--- src/rtl/qbus_slave_seq.sv ---
// qbus_slave_seq -- QBUS slave cycle sequencer for up to eight device channels.
//
// Watches the raw QBUS strobes (RSYNC/RDIN/RDOUT) through synchronisers and
// answers DATI, DATO and interrupt-vector cycles for the lowest-numbered
// matching channel. It drives the reply line and the Am2908 transceiver
// controls. Every bus-facing output comes straight from a flop.
//
// Ports:
//   clk20, reset_L         clock, asynchronous active-low reset
//   RSYNC, RDIN, RDOUT     raw asynchronous bus receivers
//   dev_match[NDEV]        per-channel address match (valid with RSYNC)
//   dev_vec[NDEV]          per-channel interrupt vector request
//   dev_rdata[16*NDEV]     per-channel read/vector data, channel i at [16i+15:16i]
//   dma_busy               local DMA master owns the bus, no slave replies
//   TRPLY                  reply driver
//   DALtx, DALbe, DALst    transceiver direction, bus enable, output latch
//   tdl[16]                data word held for the transceivers
//   dev_sel[NDEV]          one-hot channel being served, zero when idle
//   write_pulse[NDEV]      one-cycle write strobe to the served channel
//   read_pulse[NDEV]       one-cycle read-done strobe to the served channel
//   tmo_err                one-cycle pulse when a reply times out
module qbus_slave_seq #(
  parameter int NDEV        = 4,
  parameter int SYNC_STAGES = 2,
  parameter int SETTLE      = 2,
  parameter int TMO         = 1000
) (
  input  logic                 clk20,
  input  logic                 reset_L,
  input  logic                 RSYNC,
  input  logic                 RDIN,
  input  logic                 RDOUT,
  input  logic [NDEV-1:0]      dev_match,
  input  logic [NDEV-1:0]      dev_vec,
  input  logic [16*NDEV-1:0]   dev_rdata,
  input  logic                 dma_busy,
  output logic                 TRPLY,
  output logic                 DALtx,
  output logic                 DALbe,
  output logic                 DALst,
  output logic [15:0]          tdl,
  output logic [NDEV-1:0]      dev_sel,
  output logic [NDEV-1:0]      write_pulse,
  output logic [NDEV-1:0]      read_pulse,
  output logic                 tmo_err
);

  typedef enum logic [2:0] {
    ST_IDLE       = 3'd0,
    ST_RD_SETTLE  = 3'd1,
    ST_RD_REPLY   = 3'd2,
    ST_WR_REPLY   = 3'd3,
    ST_VEC_SETTLE = 3'd4,
    ST_VEC_REPLY  = 3'd5,
    ST_WAIT_END   = 3'd6
  } state_t;

  // SETTLE of 0 still gives one settle cycle.
  localparam logic [3:0]  SETTLE_LAST = (SETTLE <= 1) ? 4'd0 : 4'(SETTLE - 1);
  localparam logic [15:0] TMO_LAST    = 16'(TMO - 1);
  localparam logic [NDEV-1:0] ONE_N   = {{(NDEV-1){1'b0}}, 1'b1};

  logic [SYNC_STAGES-1:0] r_rsync_sync, r_rdin_sync, r_rdout_sync;
  state_t                 r_state, w_state_nxt;
  logic [3:0]             r_settle_cnt, w_settle_nxt;
  logic [15:0]            r_tmo_cnt, w_tmo_nxt;
  logic                   r_tmo_lock, w_tmo_lock_nxt;
  logic                   r_trply, r_daltx, r_dalbe, r_dalst, r_tmo_err;
  logic                   w_trply_nxt, w_daltx_nxt, w_dalbe_nxt, w_dalst_nxt, w_tmo_err_nxt;
  logic [15:0]            r_tdl, w_tdl_nxt;
  logic [NDEV-1:0]        r_dev_sel, w_sel_nxt;
  logic [NDEV-1:0]        r_wpulse, w_wpulse_nxt, r_rpulse, w_rpulse_nxt;
  logic                   w_srsync, w_srdin, w_srdout, w_rdout_rise;
  logic [NDEV-1:0]        w_match_oh, w_vec_oh;
  logic [15:0]            w_match_rdata, w_vec_rdata;

  assign w_srsync     = r_rsync_sync[SYNC_STAGES-1];
  assign w_srdin      = r_rdin_sync[SYNC_STAGES-1];
  assign w_srdout     = r_rdout_sync[SYNC_STAGES-1];
  // Rising RDOUT: new level has reached the next-to-last stage, last stage still low.
  assign w_rdout_rise = r_rdout_sync[SYNC_STAGES-2] & ~r_rdout_sync[SYNC_STAGES-1];

  // x & -x isolates the lowest set bit, giving lowest-index priority.
  assign w_match_oh   = dev_match & (~dev_match + ONE_N);
  assign w_vec_oh     = dev_vec & (~dev_vec + ONE_N);

  // One-hot AND-OR mux of the read data for the match and vector candidates.
  always_comb begin
    w_match_rdata = 16'h0000;
    w_vec_rdata   = 16'h0000;
    for (int i = 0; i < NDEV; i++) begin
      w_match_rdata = w_match_rdata | (dev_rdata[16*i +: 16] & {16{w_match_oh[i]}});
      w_vec_rdata   = w_vec_rdata   | (dev_rdata[16*i +: 16] & {16{w_vec_oh[i]}});
    end
  end

  // Strobe synchronisers; cleared by reset so no false rise follows reset release.
  always_ff @(posedge clk20 or negedge reset_L) begin
    if (!reset_L) begin
      r_rsync_sync <= '0;
      r_rdin_sync  <= '0;
      r_rdout_sync <= '0;
    end else begin
      r_rsync_sync <= {r_rsync_sync[SYNC_STAGES-2:0], RSYNC};
      r_rdin_sync  <= {r_rdin_sync[SYNC_STAGES-2:0], RDIN};
      r_rdout_sync <= {r_rdout_sync[SYNC_STAGES-2:0], RDOUT};
    end
  end

  // Next state plus next value of every registered output.
  always_comb begin
    w_state_nxt    = r_state;
    w_settle_nxt   = r_settle_cnt;
    w_tmo_nxt      = r_tmo_cnt;
    w_sel_nxt      = r_dev_sel;
    w_tdl_nxt      = r_tdl;
    // After a timeout the master may still hold its strobe; stay locked out
    // until both data strobes are released so the same strobe is not answered twice.
    w_tmo_lock_nxt = r_tmo_lock & (w_srdin | w_srdout);
    w_trply_nxt    = 1'b0;
    w_daltx_nxt    = 1'b0;
    w_dalbe_nxt    = 1'b0;
    w_dalst_nxt    = 1'b0;
    w_tmo_err_nxt  = 1'b0;
    w_wpulse_nxt   = '0;
    w_rpulse_nxt   = '0;
    case (r_state)
      ST_IDLE: begin
        w_sel_nxt    = '0;
        w_settle_nxt = 4'd0;
        w_tmo_nxt    = 16'd0;
        if (dma_busy || r_tmo_lock) begin
          w_state_nxt = ST_IDLE;
        end else if (w_srsync && (|dev_match) && w_srdin) begin
          w_state_nxt = ST_RD_SETTLE;
          w_sel_nxt   = w_match_oh;
          w_tdl_nxt   = w_match_rdata;
          w_daltx_nxt = 1'b1;
        end else if (w_srsync && (|dev_match) && w_rdout_rise) begin
          w_state_nxt  = ST_WR_REPLY;
          w_sel_nxt    = w_match_oh;
          w_wpulse_nxt = w_match_oh;
        end else if (!w_srsync && (|dev_vec) && w_srdin) begin
          w_state_nxt = ST_VEC_SETTLE;
          w_sel_nxt   = w_vec_oh;
          w_tdl_nxt   = w_vec_rdata;
          w_daltx_nxt = 1'b1;
        end else begin
          w_state_nxt = ST_IDLE;
        end
      end
      ST_RD_SETTLE, ST_VEC_SETTLE: begin
        w_daltx_nxt = 1'b1;
        if (r_settle_cnt == SETTLE_LAST) begin
          w_state_nxt = (r_state == ST_RD_SETTLE) ? ST_RD_REPLY : ST_VEC_REPLY;
          w_trply_nxt = 1'b1;
          w_dalbe_nxt = 1'b1;
          w_dalst_nxt = 1'b1;
        end else begin
          w_settle_nxt = r_settle_cnt + 4'd1;
        end
      end
      ST_RD_REPLY, ST_VEC_REPLY: begin
        if (!w_srdin) begin
          w_state_nxt  = ST_WAIT_END;
          w_rpulse_nxt = r_dev_sel;
        end else if (r_tmo_cnt == TMO_LAST) begin
          w_state_nxt    = ST_WAIT_END;
          w_tmo_err_nxt  = 1'b1;
          w_tmo_lock_nxt = 1'b1;
        end else begin
          w_tmo_nxt   = r_tmo_cnt + 16'd1;
          w_trply_nxt = 1'b1;
          w_daltx_nxt = 1'b1;
          w_dalbe_nxt = 1'b1;
          w_dalst_nxt = 1'b1;
        end
      end
      ST_WR_REPLY: begin
        // First cycle carries only write_pulse; reply starts on the next one.
        if (!r_trply) begin
          w_trply_nxt = 1'b1;
        end else if (!w_srdout) begin
          w_state_nxt = ST_WAIT_END;
        end else if (r_tmo_cnt == TMO_LAST) begin
          w_state_nxt    = ST_WAIT_END;
          w_tmo_err_nxt  = 1'b1;
          w_tmo_lock_nxt = 1'b1;
        end else begin
          w_tmo_nxt   = r_tmo_cnt + 16'd1;
          w_trply_nxt = 1'b1;
        end
      end
      ST_WAIT_END: begin
        w_state_nxt = ST_IDLE;
        w_sel_nxt   = '0;
      end
      default: begin
        w_state_nxt = ST_IDLE;
        w_sel_nxt   = '0;
      end
    endcase
  end

  // State, counters and registered outputs.
  always_ff @(posedge clk20 or negedge reset_L) begin
    if (!reset_L) begin
      r_state      <= ST_IDLE;
      r_settle_cnt <= 4'd0;
      r_tmo_cnt    <= 16'd0;
      r_tmo_lock   <= 1'b0;
      r_trply      <= 1'b0;
      r_daltx      <= 1'b0;
      r_dalbe      <= 1'b0;
      r_dalst      <= 1'b0;
      r_tmo_err    <= 1'b0;
      r_tdl        <= 16'h0000;
      r_dev_sel    <= '0;
      r_wpulse     <= '0;
      r_rpulse     <= '0;
    end else begin
      r_state      <= w_state_nxt;
      r_settle_cnt <= w_settle_nxt;
      r_tmo_cnt    <= w_tmo_nxt;
      r_tmo_lock   <= w_tmo_lock_nxt;
      r_trply      <= w_trply_nxt;
      r_daltx      <= w_daltx_nxt;
      r_dalbe      <= w_dalbe_nxt;
      r_dalst      <= w_dalst_nxt;
      r_tmo_err    <= w_tmo_err_nxt;
      r_tdl        <= w_tdl_nxt;
      r_dev_sel    <= w_sel_nxt;
      r_wpulse     <= w_wpulse_nxt;
      r_rpulse     <= w_rpulse_nxt;
    end
  end

  assign TRPLY       = r_trply;
  assign DALtx       = r_daltx;
  assign DALbe       = r_dalbe;
  assign DALst       = r_dalst;
  assign tmo_err     = r_tmo_err;
  assign tdl         = r_tdl;
  assign dev_sel     = r_dev_sel;
  assign write_pulse = r_wpulse;
  assign read_pulse  = r_rpulse;

endmodule
--- config.mk ---
export PLATFORM = sky130hd
export DESIGN_NAME = qbus_slave_seq
export DESIGN_NICKNAME = d
export VERILOG_FILES = /design/src/rtl/qbus_slave_seq.sv
export SDC_FILE = /design/constraint.sdc
export NUM_CORES = 1
export LEC_CHECK = 0
export CAP_MARGIN = 15
export CORE_AREA = 2 2 106 108
export CTS_BUF_LIST = sky130_fd_sc_hd__clkbuf_8
export CTS_CLUSTER_DIAMETER = 50
export CTS_CLUSTER_SIZE = 40
export DETAILED_ROUTE_END_ITERATION = 8
export DIE_AREA = 0 0 108 110
export PLACE_DENSITY = 0.6
export SLEW_MARGIN = 20
export SYNTH_ARGS = -nofsm -noshare
export SYNTH_HDL_FRONTEND = slang
export SYNTH_SLANG_ARGS = --single-unit
--- constraint.sdc ---
create_clock -name clk20 -period 2.95 [get_ports clk20]
set_input_delay 0.59 -clock clk20 [delete_from_list [all_inputs] [get_ports clk20]]
set_output_delay 0.59 -clock clk20 [all_outputs]
set_load 0.1 [all_outputs]
placement_by_type.png
Bar = 20 µm.
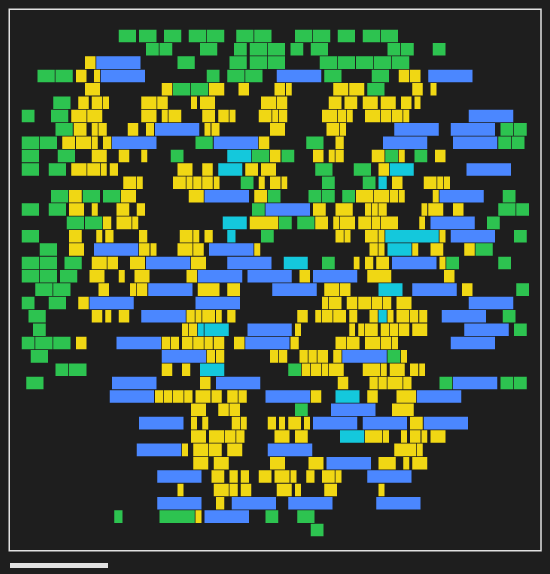
- blue: flops (cells 62)
- green: other buffers and delay cells (cells 127)
- cyan: clock drivers and dummy loads (cells 16)
- yellow: combinational and other logic (cells 319)
core area: 10700 µm²
Seq area share: 0.307
design area: 5060 µm²

layer_met1.png
Supply wires on this layer in grey.
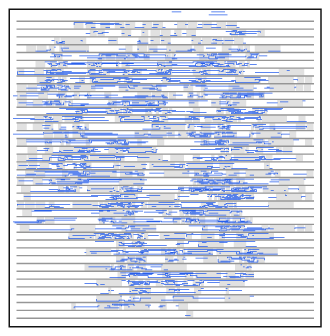
- longest straight run: 42.3 µm
- share of all routed wire: 44%
- main direction: horizontal
- wire length on this layer: 4950 µm
- nets with wire on the layer: 519
Routed WL: 11.3 mm
met1 GRT Util: 0.255
vias: 3629

==> run summary <==
flow finished, numbers: DIE WIDTH about 110 µm, Top Layout Cells clkdlybuf4s50_1, dfrtp_1, nor2_1, CTS tree done, Worst Tran Pin Value about 1100 ps, RSZ-0062 raised after global routing false, clock network area share 0.0396, post-CTS resize count 0, Mux area share 0.00822, most used routing layer in global routing met2, Comb area 1940 µm², Port Buffers 110, share of post-route cells with drive strength above 1 0.141, Post-synth top cells dfrtp_1, nor2_1, o21ai_0, R2R depth 6, Signal buf overhead 0.228, largest family of logic cells by area AND-OR/OR-AND gates, Post-CTS Setup Inserts 0, dpl hpwl 8.11 mm, top cell category multi-input combinational cells, pwr/cell area between 800 and 900 nW/µm², logic share of the area 0.384, fp_density 0.342, XORs/XNORs by Area 0.0240, Synthesized Nets 492, nets ~600, CP endpoint tdl[0], Hold Path Class input port to async pin, M1 wire length a little under 5 mm, Total GRT Usage 0.191, sw frac 0.517, most frequent logic cell in the layout clkdlybuf4s50_1, post-route ant nets 0, status finished clean, final hold slack 323 ps, Seq pwr share 0.277, crit path launch type flop, crit path from r_state[2], 1st-iter DRT viols roughly 180, Max power group combinational logic, Reg clk slew, reported paths approximately 70 ps, CTS Root Cell clkbuf_8, Post-CTS Hold Buffers 0, worst slack, placed 213 ps, WP buf/inv 1, CP peak stage delay roughly 560 ps, vias in the first global route about 3600, Yosys warnings 0, internal cell power 2.15 mW, average cell area after synthesis roughly 9 µm², FF+latch area between 1500 and 2000 µm², cell area after synthesis ~3700 µm², R2R Path Start r_state[2], Area contributors post-synth dfrtp_1, nor2_1, a22oi_1, a221oi_1, o21ai_0, CP Cell Sequence or3_4, or3_1, buf_4, a21oi_4, nor2_1, a31oi_1, fillers slightly above 1000, Cell Type Count slightly above 50, Critical-path top delay cell dfrtp_1, yosys adder share 0.0103
clocks.png
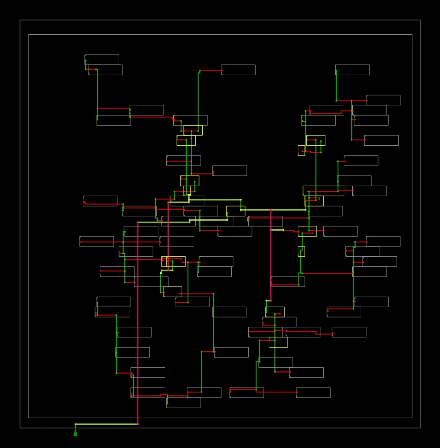
Sink Count: 62
clkbuf count: 11
skew final: 10.3 ps
registers: 62
Clock Power: 758 µW

Power is estimated from default activity; no workload was simulated.
